$ cat src/rtl/seq_pattern_tx.sv
// Serial pattern transmitter. It latches a pattern, a repeat count and an
// inter-frame gap on start, then shifts the pattern out MSB-first, one bit per
// clock. Frames can run back-to-back (gap 0) or be separated by gap cycles.
// Every output comes straight from a flop.
module seq_pattern_tx #(
    parameter int unsigned PAT_W   = 4,
    parameter int unsigned GAP_W   = 4,
    parameter logic        GAP_LVL = 1'b0
) (
    input  logic             clk,
    input  logic             rst,
    input  logic             start,
    input  logic             abort,
    input  logic [PAT_W-1:0] pattern,
    input  logic [7:0]       reps,
    input  logic [GAP_W-1:0] gap,
    output logic             bit_out,
    output logic             bit_valid,
    output logic             busy,
    output logic             done,
    output logic [7:0]       frames_sent
);

    localparam int unsigned      IDX_W   = (PAT_W > 1) ? $clog2(PAT_W) : 1;
    localparam logic [IDX_W-1:0] IDX_MSB = IDX_W'(PAT_W - 1);

    typedef enum logic [1:0] {StIdle, StSend, StGap, StDone} state_e;

    state_e           state_q, state_d;
    logic [PAT_W-1:0] pat_q, pat_d;
    logic [7:0]       reps_q, reps_d;
    logic [GAP_W-1:0] gap_q, gap_d;
    logic [GAP_W-1:0] gcnt_q, gcnt_d;
    logic [IDX_W-1:0] idx_q, idx_d;
    logic             bit_q, bit_d;
    logic             valid_q, valid_d;
    logic             busy_q, busy_d;
    logic             done_q, done_d;
    logic [7:0]       frames_q, frames_d;
    logic [IDX_W-1:0] idx_dec;

    assign idx_dec = idx_q - 1'b1;

    // State, shadow registers and registered outputs.
    always_ff @(posedge clk) begin
        if (rst) begin
            state_q  <= StIdle;
            pat_q    <= '0;
            reps_q   <= '0;
            gap_q    <= '0;
            gcnt_q   <= '0;
            idx_q    <= '0;
            bit_q    <= 1'b0;
            valid_q  <= 1'b0;
            busy_q   <= 1'b0;
            done_q   <= 1'b0;
            frames_q <= '0;
        end else begin
            state_q  <= state_d;
            pat_q    <= pat_d;
            reps_q   <= reps_d;
            gap_q    <= gap_d;
            gcnt_q   <= gcnt_d;
            idx_q    <= idx_d;
            bit_q    <= bit_d;
            valid_q  <= valid_d;
            busy_q   <= busy_d;
            done_q   <= done_d;
            frames_q <= frames_d;
        end
    end

    // Next-state and next-output logic; done is a single-cycle pulse by default.
    always_comb begin
        state_d  = state_q;
        pat_d    = pat_q;
        reps_d   = reps_q;
        gap_d    = gap_q;
        gcnt_d   = gcnt_q;
        idx_d    = idx_q;
        bit_d    = bit_q;
        valid_d  = valid_q;
        busy_d   = busy_q;
        done_d   = 1'b0;
        frames_d = frames_q;

        unique case (state_q)
            StIdle: begin
                if (start) begin
                    pat_d    = pattern;
                    reps_d   = reps;
                    gap_d    = gap;
                    frames_d = '0;
                    if (reps != 8'd0) begin
                        idx_d   = IDX_MSB;
                        bit_d   = pattern[PAT_W-1];
                        valid_d = 1'b1;
                        busy_d  = 1'b1;
                        state_d = StSend;
                    end else begin
                        // Empty job: report completion without sending anything.
                        done_d  = 1'b1;
                        state_d = StDone;
                    end
                end
            end
            StSend: begin
                if (abort) begin
                    bit_d   = 1'b0;
                    valid_d = 1'b0;
                    busy_d  = 1'b0;
                    state_d = StIdle;
                end else if (idx_q != '0) begin
                    idx_d = idx_dec;
                    bit_d = pat_q[idx_dec];
                end else begin
                    // Bit 0 has been on the line for a cycle: the frame is complete.
                    frames_d = (frames_q == 8'hFF) ? frames_q : frames_q + 8'd1;
                    reps_d   = reps_q - 8'd1;
                    if (reps_q > 8'd1) begin
                        if (gap_q == '0) begin
                            idx_d = IDX_MSB;
                            bit_d = pat_q[PAT_W-1];
                        end else begin
                            gcnt_d  = gap_q;
                            bit_d   = GAP_LVL;
                            valid_d = 1'b0;
                            state_d = StGap;
                        end
                    end else begin
                        bit_d   = 1'b0;
                        valid_d = 1'b0;
                        busy_d  = 1'b0;
                        done_d  = 1'b1;
                        state_d = StDone;
                    end
                end
            end
            StGap: begin
                if (abort) begin
                    bit_d   = 1'b0;
                    valid_d = 1'b0;
                    busy_d  = 1'b0;
                    state_d = StIdle;
                end else if (gcnt_q == GAP_W'(1)) begin
                    idx_d   = IDX_MSB;
                    bit_d   = pat_q[PAT_W-1];
                    valid_d = 1'b1;
                    state_d = StSend;
                end else begin
                    gcnt_d = gcnt_q - 1'b1;
                end
            end
            StDone: begin
                state_d = StIdle;
            end
            default: begin
                state_d = StIdle;
            end
        endcase
    end

    assign bit_out     = bit_q;
    assign bit_valid   = valid_q;
    assign busy        = busy_q;
    assign done        = done_q;
    assign frames_sent = frames_q;

endmodule

$ cat config.mk
export PLATFORM = sky130hd
export DESIGN_NAME = seq_pattern_tx
export DESIGN_NICKNAME = d
export VERILOG_FILES = /design/src/rtl/seq_pattern_tx.sv
export SDC_FILE = /design/constraint.sdc
export NUM_CORES = 1
export LEC_CHECK = 0
export CAP_MARGIN = 20
export CORE_MARGIN = 2
export CORE_UTILIZATION = 56
export CTS_BUF_LIST = sky130_fd_sc_hd__clkbuf_8
export CTS_CLUSTER_DIAMETER = 30
export DETAILED_ROUTE_END_ITERATION = 16
export PLACE_DENSITY = 0.83
export SLEW_MARGIN = 15
export SYNTH_ARGS = -nofsm -noshare
export SYNTH_HDL_FRONTEND = slang
export SYNTH_SLANG_ARGS = --single-unit
$ cat constraint.sdc
create_clock -name clk -period 2.4 [get_ports clk]
set_input_delay 0.72 -clock clk [delete_from_list [all_inputs] [get_ports clk]]
set_output_delay 0.72 -clock clk [all_outputs]
set_load 0.03 [all_outputs]
==> qor.yml, run 1 <==
slew_headroom_pct: 66.6
status: "complete, no violations"
clockPowerShare_pct: 13.9
vias: 2078
clkLatencyLatePin_ns: 0.29
fillCellCount: 283
crit_fanout: 6
use_met2_pct: 47.9
tool_warnings: 31
comb_area_um2: 1260
path_cells: "clkdlybuf4s50_1, nand2b_1, a211o_1, buf_4, nor3b_1, xnor2_1, nor2_1"
die_w_um: 64.8
drt_iter0_drc: 165
max-vdd-ir-drop_v: 0.000533
grt_max_degree: 18
placed_cell_area_um2: 2620
cp_slowest_cell: "clkdlybuf4s50_1"
skew_ns: 0.00489
required_ns: 2.58
die_y_um: 64.8
synth-xor-area-share_pct: 2.96
wl_met2_mm: 2.65
ctsHoldBuffers: 0
tns_ns: 0
tightest_slew_ns: 0.501
critical_path_buf_inv_count: 2
synthTopCellsByArea: "dfxtp_1 35%, ha_1 6.0%, a21oi_1 5.6%"
ios: 32
dp_slack_ns: -0.110
dp_hpwl_mm: 3.71
met3_usage_pct: 5.90
wl_met3_um: 237
netlist_area_um2: 2070
regArea_um2: 721
run 1: layout make-up:
type / instances / share of cell area, %
Clock inverter: 2 / 0.277
Sequential cell: 36 / 26.6
Multi-Input combinational cell: 194 / 46.4
Timing Repair Buffer: 60 / 19.5
Clock buffer: 6 / 3.05
Inverter: 14 / 1.94
Tap cell: 48 / 2.22
run 1: sequential cells by signal (all words and copies together) (netlist names):
name / cells
frames_sent: 8
reps_q: 8
gap_q: 4
gcnt_q: 4
pat_q: 4
idx_q: 2
state_q: 2
bit_out: 1
bit_valid: 1
busy: 1
done: 1
run 1: worst reg2reg max path: stages, from the launching register on:
cell,delay [ns]
dfxtp_1,0.39
inv_1,0.09
ha_1,0.21
or2_1,0.29
a31o_2,0.24
a2111oi_4,0.55
mux2i_1,0.24
a21oi_1,0.08
run_1/final_clocks.png
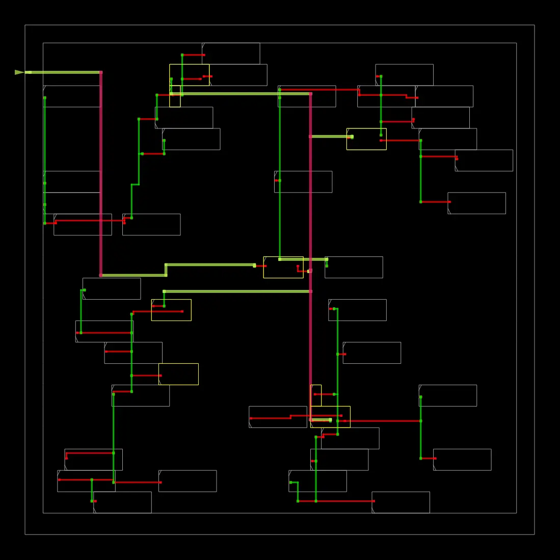
TritonCTS buffer count: 5
Clk power: 0.000432 W
CTS Sinks: 36
FF+latch count: 36

run_1/clock_map.png
Scale bar: 20 um.
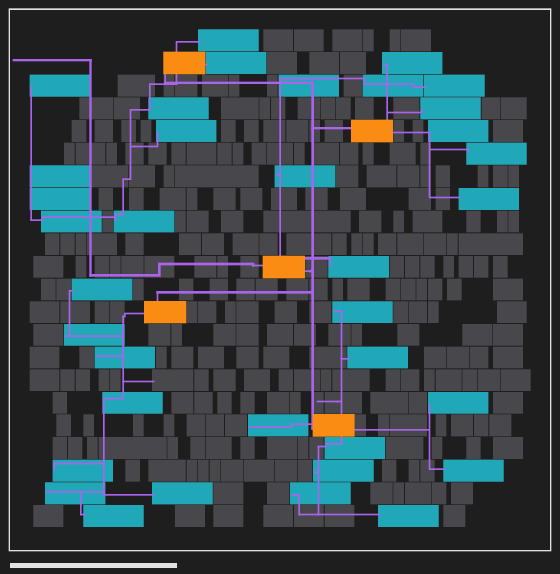
- clock wires: purple (length 452 um)
- flip-flops: cyan (count 36)
- cells driving clock nets: orange (count 5)
- flops lie: spread over the die

run_1/registers.png
Other sequential cells in the stronger gray, the rest of the logic in the fainter gray.
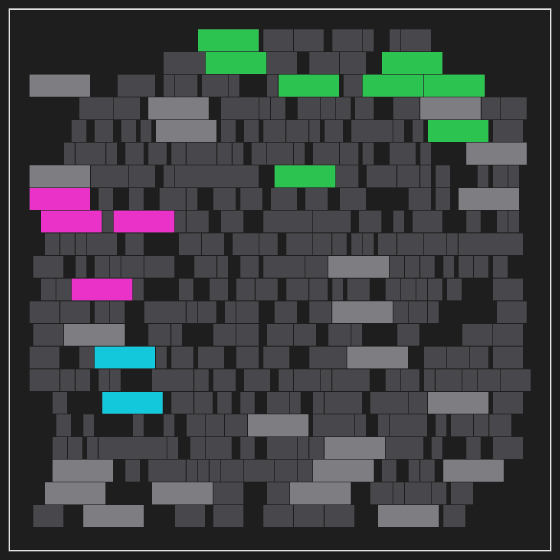
- `gap_q`: magenta (placed flops 4; where middle left)
- `idx_q`: cyan (placed flops 2)
- `frames_sent`: green (placed flops 8)

run_1/gate_families.png
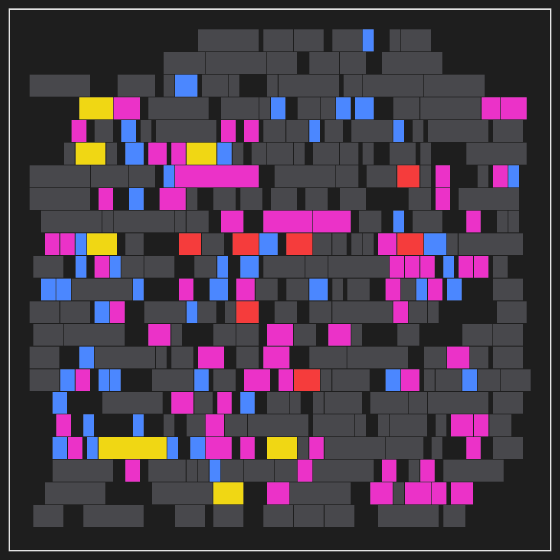
- NAND gates: blue (cells 47; most used nand2_1)
- multiplexers: yellow (cells 7; most used mux2i_1)
- AND-OR and OR-AND gates: red (cells 7; where center)
- inverting AOI/OAI gates: magenta (cells 63; most used a21oi_1)

run_1/drive_strength.png
Scale bar: 20 um.
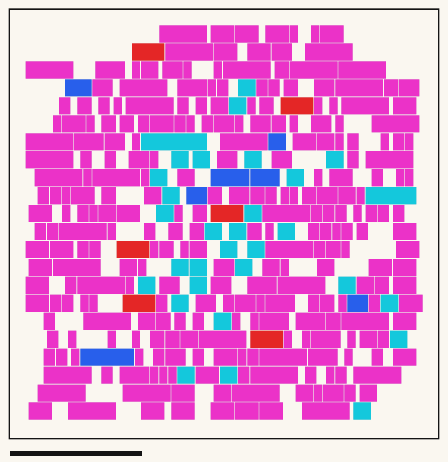

==> inputs of run 2 (changes only) <==
- SETUP_SLACK_MARGIN: default -> 0.4
run_2/drive_strength.png
Scale bar: 20 um.
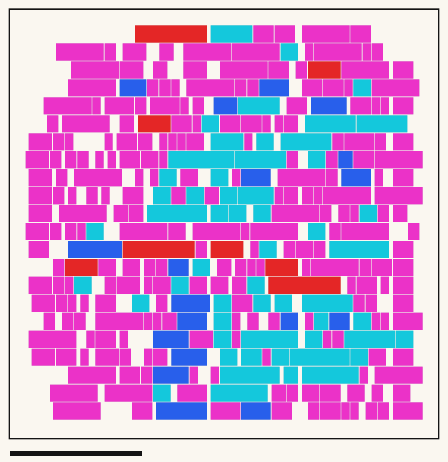
- drive 3 to 4: cyan (cells 55)
- drive 6 and up: red (cells 8)
- drive 1 or less: magenta (cells 236)
- drive 2: blue (cells 18)
final worst slack: 0.314 ns
area grow syn2layout: 46.0%

==> qor.yml, run 2 <==
flop-count: 36
status: "complete, no violations"
fillCellCount: 212
tns_ns: 0
comb_area_um2: 1470
grt_max_degree: 15
crit_fanout: 2
cp_slowest_cell: "nor4_4"
wl_met3_um: 543
synthTopCellsByArea: "dfxtp_1 35%, ha_1 6.0%, a21oi_1 5.6%"
slew_headroom_pct: 67.7
required_ns: 2.58
dominant_cells: "logic gates"
netlist_area_um2: 2070
tightest_slew_ns: 0.481
path_cells: "dlygate4sd2_1, nor4_4, buf_4, buf_4, nand3_1, o21ai_1, nor2_1, a211oi_1"
ctsHoldBuffers: 0
buf_share_pct: 18.1
nMultiInputCombCells: 194
wl_met2_mm: 3.35
nClkBuffers: 5
clkLatencyLatePin_ns: 0.30
cts.sinks: 36
cts-buffers-inserted: 5
die_w_um: 64.8
placed_cell_area_um2: 2590
die_y_um: 64.8
drt_iter0_drc: 269
skew_ns: 0.00660
nonClockBufferCount: 65
ios: 32
tool_warnings: 34
synth-xor-area-share_pct: 2.96
run_2/met4.png
Supply wires on this layer in gray.
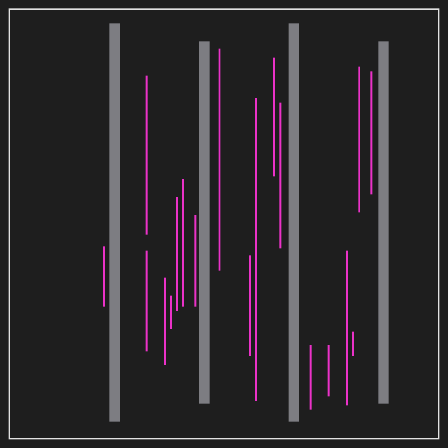
- longest straight run: 45.6 um
- main direction: vertical
- nets with wire on the layer: 19
- share of all routed wire: 4.8%

-- run 2: cell count changes in the layout (fill, tap and decap cells not counted), sizes merged --
cell / before / now
buf: 29 / 34
bufinv: 0 / 3
clkbuf: 6 / 5
clkdlybuf4s50: 31 / 9
dlygate4sd2: 0 / 19
dlymetal6s2s: 0 / 3
inv: 16 / 14
-- run 2: repair_timing --
item,4_1_cts,5_1_grt
pin swaps,6,8
resized,39,28
setup endpoints to repair,34,23
setup buffers,3,8
-- run 2: worst paths after layout --
path                  start         end  slack (ns)
setup / recovery    reps[1]  state_q[1]        0.31
hold / removal     pat_q[2]    pat_q[2]        0.46
setup reg to reg  reps_q[0]  state_q[1]        0.32
hold reg to reg    pat_q[2]    pat_q[2]        0.46
No activity file was given, so power comes from the tool's default toggle rates.
